$ cat config.mk
export PLATFORM = sky130hd
export DESIGN_NAME = vin_mailbox_sequencer
export DESIGN_NICKNAME = d
export VERILOG_FILES = /design/src/rtl/vin_mailbox_sequencer.sv
export SDC_FILE = /design/constraint.sdc
export NUM_CORES = 1
export LEC_CHECK = 0
export CORE_ASPECT_RATIO = 0.8
export CORE_MARGIN = 4
export CORE_UTILIZATION = 30
export CTS_BUF_LIST = sky130_fd_sc_hd__clkbuf_4 sky130_fd_sc_hd__clkbuf_8 sky130_fd_sc_hd__clkbuf_16
export DETAILED_ROUTE_END_ITERATION = 8
export PLACE_DENSITY = 0.55
export SETUP_SLACK_MARGIN = 0.2
export SLEW_MARGIN = 25
export SYNTH_ARGS = -nofsm -noshare
export SYNTH_HDL_FRONTEND = slang
export SYNTH_SLANG_ARGS = --single-unit
$ cat constraint.sdc
create_clock -name clk -period 2.65 [get_ports clk]
set_input_delay 0.53 -clock clk [delete_from_list [all_inputs] [get_ports clk]]
set_output_delay 0.53 -clock clk [all_outputs]
set_load 0.02 [all_outputs]
$ cat src/rtl/vin_mailbox_sequencer.sv
// vin_mailbox_sequencer
// Host-side scheduler for the VIN mailbox. CPU writes (command or data, each a busA/busB
// byte pair) are queued in a FIFO. They are presented to the VIN one at a time: _ve is
// pulled low, and the VIN acknowledges by strobing _st low. A request the VIN never
// takes is aborted after TIMEOUT cycles, and the sticky err_timeout flag is raised.
//
// Ports
//   clk          system clock (same clock as the VIN)
//   _res         asynchronous active-low reset
//   host_wr      push {host_ct, host_a, host_b} this cycle
//   host_ct      1 = command, 0 = data transfer
//   host_a       busA byte
//   host_b       busB byte
//   flush        synchronous: empty the FIFO and abort the current request
//   err_clr      synchronous: clear err_timeout
//   full         FIFO holds DEPTH entries
//   empty        FIFO empty and sequencer idle
//   level        entries stored, including the one in flight
//   err_timeout  sticky flag: a request was aborted
//   _ve          VIN select, active low
//   c_t          command/transfer flag of the presented entry
//   vin_a        busA drive value
//   vin_b        busB drive value
//   vin_oe       1 = drive vin_a/vin_b onto the VIN buses
//   _st          VIN mailbox strobe, active low, asynchronous to this block
module vin_mailbox_sequencer #(
  parameter int unsigned DEPTH   = 8,
  parameter int unsigned TIMEOUT = 512,
  parameter int unsigned GAP     = 4
) (
  input  logic                   clk,
  input  logic                   _res,
  input  logic                   host_wr,
  input  logic                   host_ct,
  input  logic [7:0]             host_a,
  input  logic [7:0]             host_b,
  input  logic                   flush,
  input  logic                   err_clr,
  output logic                   full,
  output logic                   empty,
  output logic [$clog2(DEPTH):0] level,
  output logic                   err_timeout,
  output logic                   _ve,
  output logic                   c_t,
  output logic [7:0]             vin_a,
  output logic [7:0]             vin_b,
  output logic                   vin_oe,
  input  logic                   _st
);

  localparam int unsigned PtrW  = $clog2(DEPTH);
  localparam int unsigned LvlW  = PtrW + 1;
  localparam int unsigned TcntW = $clog2(TIMEOUT);
  localparam int unsigned GcntW = (GAP > 1) ? $clog2(GAP) : 1;

  typedef enum logic [2:0] {
    StIdle,
    StPresent,
    StAccept,
    StAbort,
    StGap
  } state_e;

  state_e state_q, state_d;

  // Strobe synchroniser; idles high so a reset never looks like a strobe.
  logic st_sync1_q, st_sync2_q;
  logic st_lo;

  // FIFO storage: {ct, a, b}
  logic [16:0]     mem_q [DEPTH];
  logic [PtrW-1:0] wptr_q, wptr_d;
  logic [PtrW-1:0] rptr_q, rptr_d;
  logic [LvlW-1:0] level_q, level_d;
  logic [16:0]     head;
  logic            push, pop;

  // Counters and registered VIN-side outputs
  logic [TcntW-1:0] tcnt_q, tcnt_d;
  logic [GcntW-1:0] gcnt_q, gcnt_d;
  logic             tcnt_last, gcnt_last;
  logic             ve_n_q, ve_n_d;
  logic             oe_q, oe_d;
  logic             ct_q, ct_d;
  logic [7:0]       a_q, a_d;
  logic [7:0]       b_q, b_d;
  logic             err_q, err_d;

  assign st_lo     = ~st_sync2_q;
  assign head      = mem_q[rptr_q];
  assign tcnt_last = (tcnt_q == TcntW'(TIMEOUT - 1));
  assign gcnt_last = (gcnt_q == GcntW'(GAP - 1));

  assign full  = (level_q == LvlW'(DEPTH));
  assign empty = (level_q == '0) && (state_q == StIdle);
  assign level = level_q;

  assign err_timeout = err_q;
  assign _ve         = ve_n_q;
  assign c_t         = ct_q;
  assign vin_a       = a_q;
  assign vin_b       = b_q;
  assign vin_oe      = oe_q;

  // ---------------------------------------------------------------------------
  // FSM state register
  // ---------------------------------------------------------------------------
  always_ff @(posedge clk or negedge _res) begin
    if (!_res) begin
      state_q <= StIdle;
    end else begin
      state_q <= state_d;
    end
  end

  // ---------------------------------------------------------------------------
  // FSM next state
  // ---------------------------------------------------------------------------
  always_comb begin
    state_d = state_q;
    unique case (state_q)
      StIdle: begin
        if (level_q != '0) state_d = StPresent;
      end
      StPresent: begin
        if (st_lo)          state_d = StAccept;
        else if (tcnt_last) state_d = StAbort;
      end
      StAccept: begin
        if (!st_lo) state_d = StGap;
      end
      StAbort: begin
        state_d = StGap;
      end
      StGap: begin
        if (gcnt_last) state_d = StIdle;
      end
      default: begin
        state_d = StIdle;
      end
    endcase
    // Flush overrides everything; an idle sequencer simply stays idle.
    if (flush) state_d = (state_q == StIdle) ? StIdle : StGap;
  end

  // ---------------------------------------------------------------------------
  // FSM outputs: next values of the registered VIN pins, counters and pop
  // ---------------------------------------------------------------------------
  always_comb begin
    ve_n_d = ve_n_q;
    oe_d   = oe_q;
    ct_d   = ct_q;
    a_d    = a_q;
    b_d    = b_q;
    tcnt_d = tcnt_q;
    gcnt_d = gcnt_q;
    pop    = 1'b0;
    err_d  = err_q;

    if (err_clr) err_d = 1'b0;

    unique case (state_q)
      StIdle: begin
        if (state_d == StPresent) begin
          // Buses are loaded once here and held until the entry retires.
          ct_d   = head[16];
          a_d    = head[15:8];
          b_d    = head[7:0];
          oe_d   = 1'b1;
          ve_n_d = 1'b0;
          tcnt_d = '0;
        end
      end
      StPresent: begin
        if (state_d == StPresent) tcnt_d = tcnt_q + TcntW'(1);
      end
      StAccept: begin
        if (state_d == StGap) pop = 1'b1;
      end
      StAbort: begin
        pop   = 1'b1;
        err_d = 1'b1;  // a simultaneous err_clr loses to a fresh abort
      end
      StGap: begin
        if (state_d == StGap) gcnt_d = gcnt_q + GcntW'(1);
      end
      default: ;
    endcase

    // _ve is already released in ABORT so the low phase lasts exactly TIMEOUT cycles.
    if ((state_d == StGap) || (state_d == StAbort)) begin
      ve_n_d = 1'b1;
      oe_d   = 1'b0;
    end
    if ((state_d == StGap) && ((state_q != StGap) || flush)) gcnt_d = '0;
  end

  // ---------------------------------------------------------------------------
  // FIFO control
  // ---------------------------------------------------------------------------
  always_comb begin
    // A full FIFO still takes a write in the cycle its head retires.
    push    = host_wr && !flush && (!full || pop);
    wptr_d  = wptr_q;
    rptr_d  = rptr_q;
    level_d = level_q;
    if (flush) begin
      wptr_d  = '0;
      rptr_d  = '0;
      level_d = '0;
    end else begin
      if (push) wptr_d = wptr_q + PtrW'(1);
      if (pop)  rptr_d = rptr_q + PtrW'(1);
      case ({push, pop})
        2'b10:   level_d = level_q + LvlW'(1);
        2'b01:   level_d = level_q - LvlW'(1);
        default: level_d = level_q;
      endcase
    end
  end

  always_ff @(posedge clk) begin
    if (push) mem_q[wptr_q] <= {host_ct, host_a, host_b};
  end

  // ---------------------------------------------------------------------------
  // Datapath registers
  // ---------------------------------------------------------------------------
  always_ff @(posedge clk or negedge _res) begin
    if (!_res) begin
      st_sync1_q <= 1'b1;
      st_sync2_q <= 1'b1;
      wptr_q     <= '0;
      rptr_q     <= '0;
      level_q    <= '0;
      tcnt_q     <= '0;
      gcnt_q     <= '0;
      ve_n_q     <= 1'b1;
      oe_q       <= 1'b0;
      ct_q       <= 1'b0;
      a_q        <= '0;
      b_q        <= '0;
      err_q      <= 1'b0;
    end else begin
      st_sync1_q <= _st;
      st_sync2_q <= st_sync1_q;
      wptr_q     <= wptr_d;
      rptr_q     <= rptr_d;
      level_q    <= level_d;
      tcnt_q     <= tcnt_d;
      gcnt_q     <= gcnt_d;
      ve_n_q     <= ve_n_d;
      oe_q       <= oe_d;
      ct_q       <= ct_d;
      a_q        <= a_d;
      b_q        <= b_d;
      err_q      <= err_d;
    end
  end

endmodule
==> flow_summary.json <==
{
  "status": "completed",
  "clk_latency_ns": 0.43,
  "start_kind": "flop",
  "ctsLongestPathBuffers": 2,
  "crit_path_max_incr_delay_ns": 0.59,
  "timing.clock.skew_ns": 0.0109,
  "power_density_cells_nw_per_um2": 779,
  "row_count": 50,
  "crit_chain": "or4_4 -> nor4_2 -> buf_4",
  "timing.slew.headroom_pct": 42.8,
  "syn-cell-area_um2": 7260,
  "fillerInstances": 2151,
  "nNetsFinal": 511,
  "crit_end": "empty",
  "crit_path_max_fanout": 6,
  "cts-root-buf": "sky130_fd_sc_hd__clkbuf_16",
  "synth_cell_types": 50,
  "num_vias": 3782,
  "grt_setup_unrepaired": "yes",
  "dr_wl_met3_um": 591,
  "cp_slowest_cell": "sky130_fd_sc_hd__or4_4",
  "post_layout_power_mw": 6.93,
  "period_minus_slack_ns": 2.36,
  "first_global_vias": 4051,
  "yosys.cell_count.top_type": "sky130_fd_sc_hd__edfxtp_1",
  "worst_setup_path_startpoint": "level[1]",
  "synthArstFlopShare_pct": 25.3,
  "routed_wl_mm": 14.4,
  "min_period_over_period_pct": 89.1,
  "vdd.ir_drop.worst_mv": 0.463,
  "die-height_um": 147,
  "critical_path.reg2reg.endpoint": "level[3]",
  "fin_setup_tns_ns": 0,
  "die_area_um2": 26800,
  "wirelength_met1_mm": 7.01,
  "wl_per_cell_um": 18.0,
  "grt_max_degree": 37,
  "timing.max_cap.violations": 0,
  "global_route_wire_length_before_repair_mm": 23.3,
  "ant_nets": 0,
  "ys_cells": 408,
  "least_setup_slack_across_all_paths_after_layout_ns": 0.290,
  "tool_warnings": 28,
  "dr_wl_met2_mm": 6.65,
  "global_route.usage.total_pct": 11.3,
  "holdBufCountCts": 0,
  "vias_per_cell": 4.70,
  "synth_top_area_share_pct": 56.3,
  "num_antenna_cells": 0,
  "hold_path_class": "primary input to async pin",
  "regToRegSetupSlack_ns": 0.39,
  "layout-drive-gt1-share_pct": 22.8,
  "ys_ff": 182,
  "synth.yosys.chip_area_um2": 7260,
  "worst-slew-pin-transition_ns": 0.859,
  "max_fclk_mhz": 424,
  "maxUsedRoutingLayer": "met4",
  "fp_nets": 439,
  "synthFlopType": "sky130_fd_sc_hd__edfxtp_1",
  "static-leakage-power_nw": 3.04,
  "initial_utilization_pct": 30.8,
  "r2r-start": "state_q[2]",
  "ys_top_cells_by_count": "136 x sky130_fd_sc_hd__edfxtp_1, 43 x sky130_fd_sc_hd__dfrtp_1, 34 x sky130_fd_sc_hd__mux4_2",
  "cts_post_setup_buffers_inserted": 0,
  "htreeDepth": 4,
  "yosys.stat.seqShare_pct": 72.2,
  "pre_cts_slack_ns": 0.0325,
  "critPathArrivalTime_ns": 1.83,
  "inst_count_dp": 773,
  "cts.reportedPaths.clkPinSlew_ns": 0.07,
  "first_iter_violations": 280,
  "globalRouteOverflowTotal": 0,
  "tritoncts": "done",
  "synth-warning-count": 0,
  "r2r.worst_path.cells": 8,
  "netlist_instances": 408,
  "report.final.hold_viol_count": 0,
  "cts-buffers-inserted": 17,
  "detailed_placer_s_ending_hpwl_mm": 8.99,
  "critical_path_required_ns": 2.12,
  "area_leaders": "sky130_fd_sc_hd__edfxtp_1 56%, sky130_fd_sc_hd__dfrtp_1 15%, sky130_fd_sc_hd__mux4_2 11%",
  "drcViolationCount": 0,
  "syn2layout_area_growth_pct": 22.5,
  "syn_avg_cell_area_um2": 17.8,
  "die_width_um": 182,
  "setup_viol_count_final": 0,
  "cts.sink_count": 182,
  "final-max-slew-violation-count": 0,
  "crit_type": "flop to output port",
  "routabilityCongestion": 0.775,
  "end_kind": "output port",
  "enable_flop_cells": 136,
  "synth_area_leader_cell": "sky130_fd_sc_hd__edfxtp_1",
  "worst_hold_slack_ns": 0.220,
  "dr.pass1.iters": 4,
  "initial_antenna_violation_count": 0
}
-- kinds of logic after synthesis --
kind of cell,Yosys count,share of synthesized area [%]
compound gates,38,3.65
xor+xnor,10,1.21
fa+ha+maj,8,1.48
buf+inv,23,1.50
flops,182,72.2
mux,57,13.8
simple gates,90,6.22
-- final cells by class --
type | count | area (um^2) | share of cell area, %
flip-flops and latches | 182 | 5240 | 59.0
multi-input cells | 203 | 1930 | 21.7
repair buffers | 71 | 708 | 7.97
clock buffers | 17 | 425 | 4.79
well taps | 312 | 390 | 4.39
clock inverters | 14 | 171 | 1.93
inverters | 5 | 18.8 | 0.211
-- report_power, final --
part,internal (mW),switching [mW]
clock,1.42,1.12
sequential,3.28,0.142
combinational,0.447,0.522
total,5.14,1.78
-- registers in the layout, indices dropped and copies added, names as in the netlist, 2 cells and up --
signal   cells
mem_q      136
tcnt_q       9
vin_a        8
vin_b        8
level        4
rptr_q       3
state_q      3
wptr_q       3
gcnt_q       2
-- cell usage in the layout (no fill, tap or decap), types with 4 or more instances in the layout --
master / synthesis / routed
sky130_fd_sc_hd__dfrtp_2: 0 / 4
sky130_fd_sc_hd__clkbuf_16: 0 / 17
sky130_fd_sc_hd__dfrtp_1: 43 / 39
sky130_fd_sc_hd__xnor2_1: 9 / 9
sky130_fd_sc_hd__o21ai_0: 20 / 20
sky130_fd_sc_hd__edfxtp_1: 136 / 136
sky130_fd_sc_hd__nand3_1: 6 / 6
sky130_fd_sc_hd__mux4_2: 34 / 34
sky130_fd_sc_hd__ha_1: 7 / 7
sky130_fd_sc_hd__nand2_1: 33 / 33
sky130_fd_sc_hd__a21o_1: 4 / 4
sky130_fd_sc_hd__inv_1: 5 / 5
sky130_fd_sc_hd__mux2i_1: 21 / 21
sky130_fd_sc_hd__buf_12: 0 / 5
sky130_fd_sc_hd__clkdlybuf4s50_1: 0 / 45
sky130_fd_sc_hd__buf_4: 1 / 19
sky130_fd_sc_hd__nand2b_1: 4 / 4
sky130_fd_sc_hd__nor3_1: 6 / 4
sky130_fd_sc_hd__nor2_1: 21 / 21
-- worst max-delay path: cells and delay by family (launching register included) --
kind / cells / cell delay (ns)
flops: 1 / 0.45
buf+inv: 1 / 0.19
simple gates: 2 / 0.77
-- worst min path at each step --
stage	slack, ns	end	depth (start not counted)	from
after floorplan	0.23	c_t	0	_res
after global placement	0.35	st_sync2_q	0	st_sync1_q
after detailed placement	0.35	st_sync2_q	0	st_sync1_q
after CTS	0.24	level[3]	1	_res
after global routing	0.28	vin_b[2]	1	_res
final	0.22	err_timeout	1	_res
-- layer usage --
metal,GRT usage (%),vias up
li1,-,1732
met1,15.8,1961
met2,17.2,73
met3,3.39,16
met4,3.00,0
met5,0,-
-- metrics by stage --
stage          utilization [%]  instance area (um^2)
6_report                  37.7                  8890
5_1_grt                   37.7                  8890
2_1_floorplan                -                  7270
3_3_place_gp              35.1                  8280
4_1_cts                   37.6                  8880
3_5_place_dp              35.1                  8280
-- timing repair --
| action | in CTS | in global routing |
|---|---|---|
| setup endpoints to repair | 2 | 3 |
| gates cloned | 0 | 0 |
| resized | 3 | 10 |
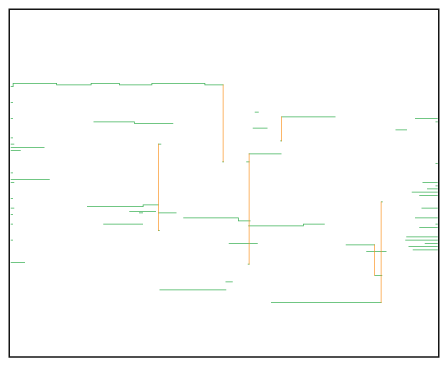
(images/layers.png)
Two of the layers only.
- M3: green (wire length 592 um)
- M4: orange (wire length 182 um)

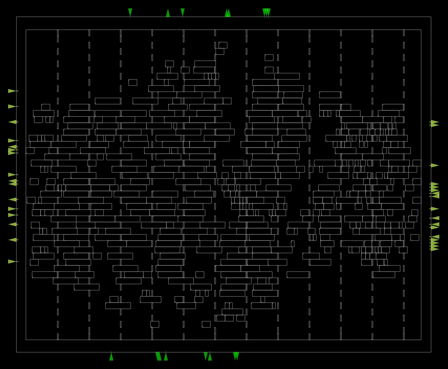
(images/placed.png)
Core Box Area: 23600 um^2
fraction of standard cell area that is sequential: 59.0%
Post-Layout Cell Count: 804

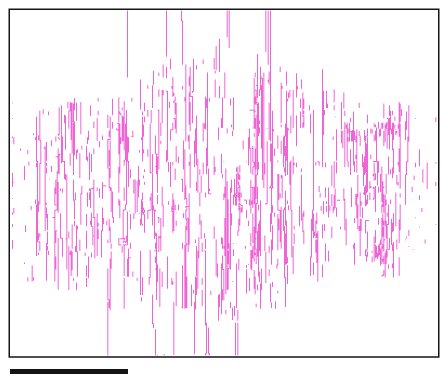
(images/m2.png)
Bar = 50 um.
- longest straight run: 55.6 um
- main direction: vertical
- nets with wire on the layer: 449
- share of all routed wire: 46%

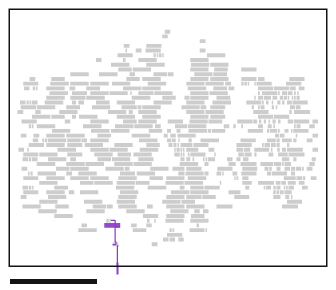
(images/port_trees.png)
Bar = 50 um.
- c_t: purple (direction output; edge bottom; end cells 1; buffers 1; wire 32.8 um)
Buffers on Ports: 48
I/O Pins: 49

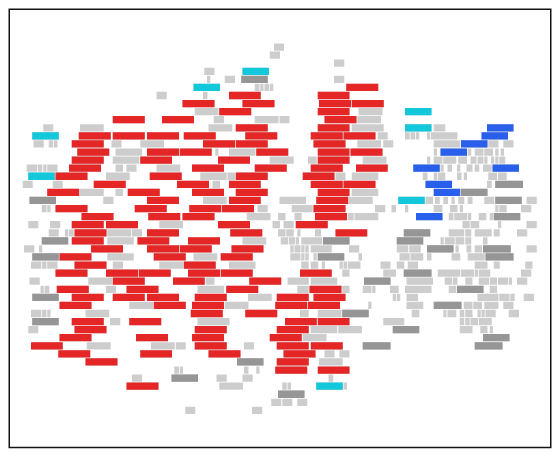
(images/ff_map.png)
- mem_q: red (sequential cells 136)
- tcnt_q: blue (sequential cells 9)
- vin_a: cyan (sequential cells 8)
- not coloured: 29
final cell utilization of the core: 37.7%
FF/Latch Area: 5240 um^2
power in sequential cells: 3.42 mW

Power is estimated from default activity; no workload was simulated.
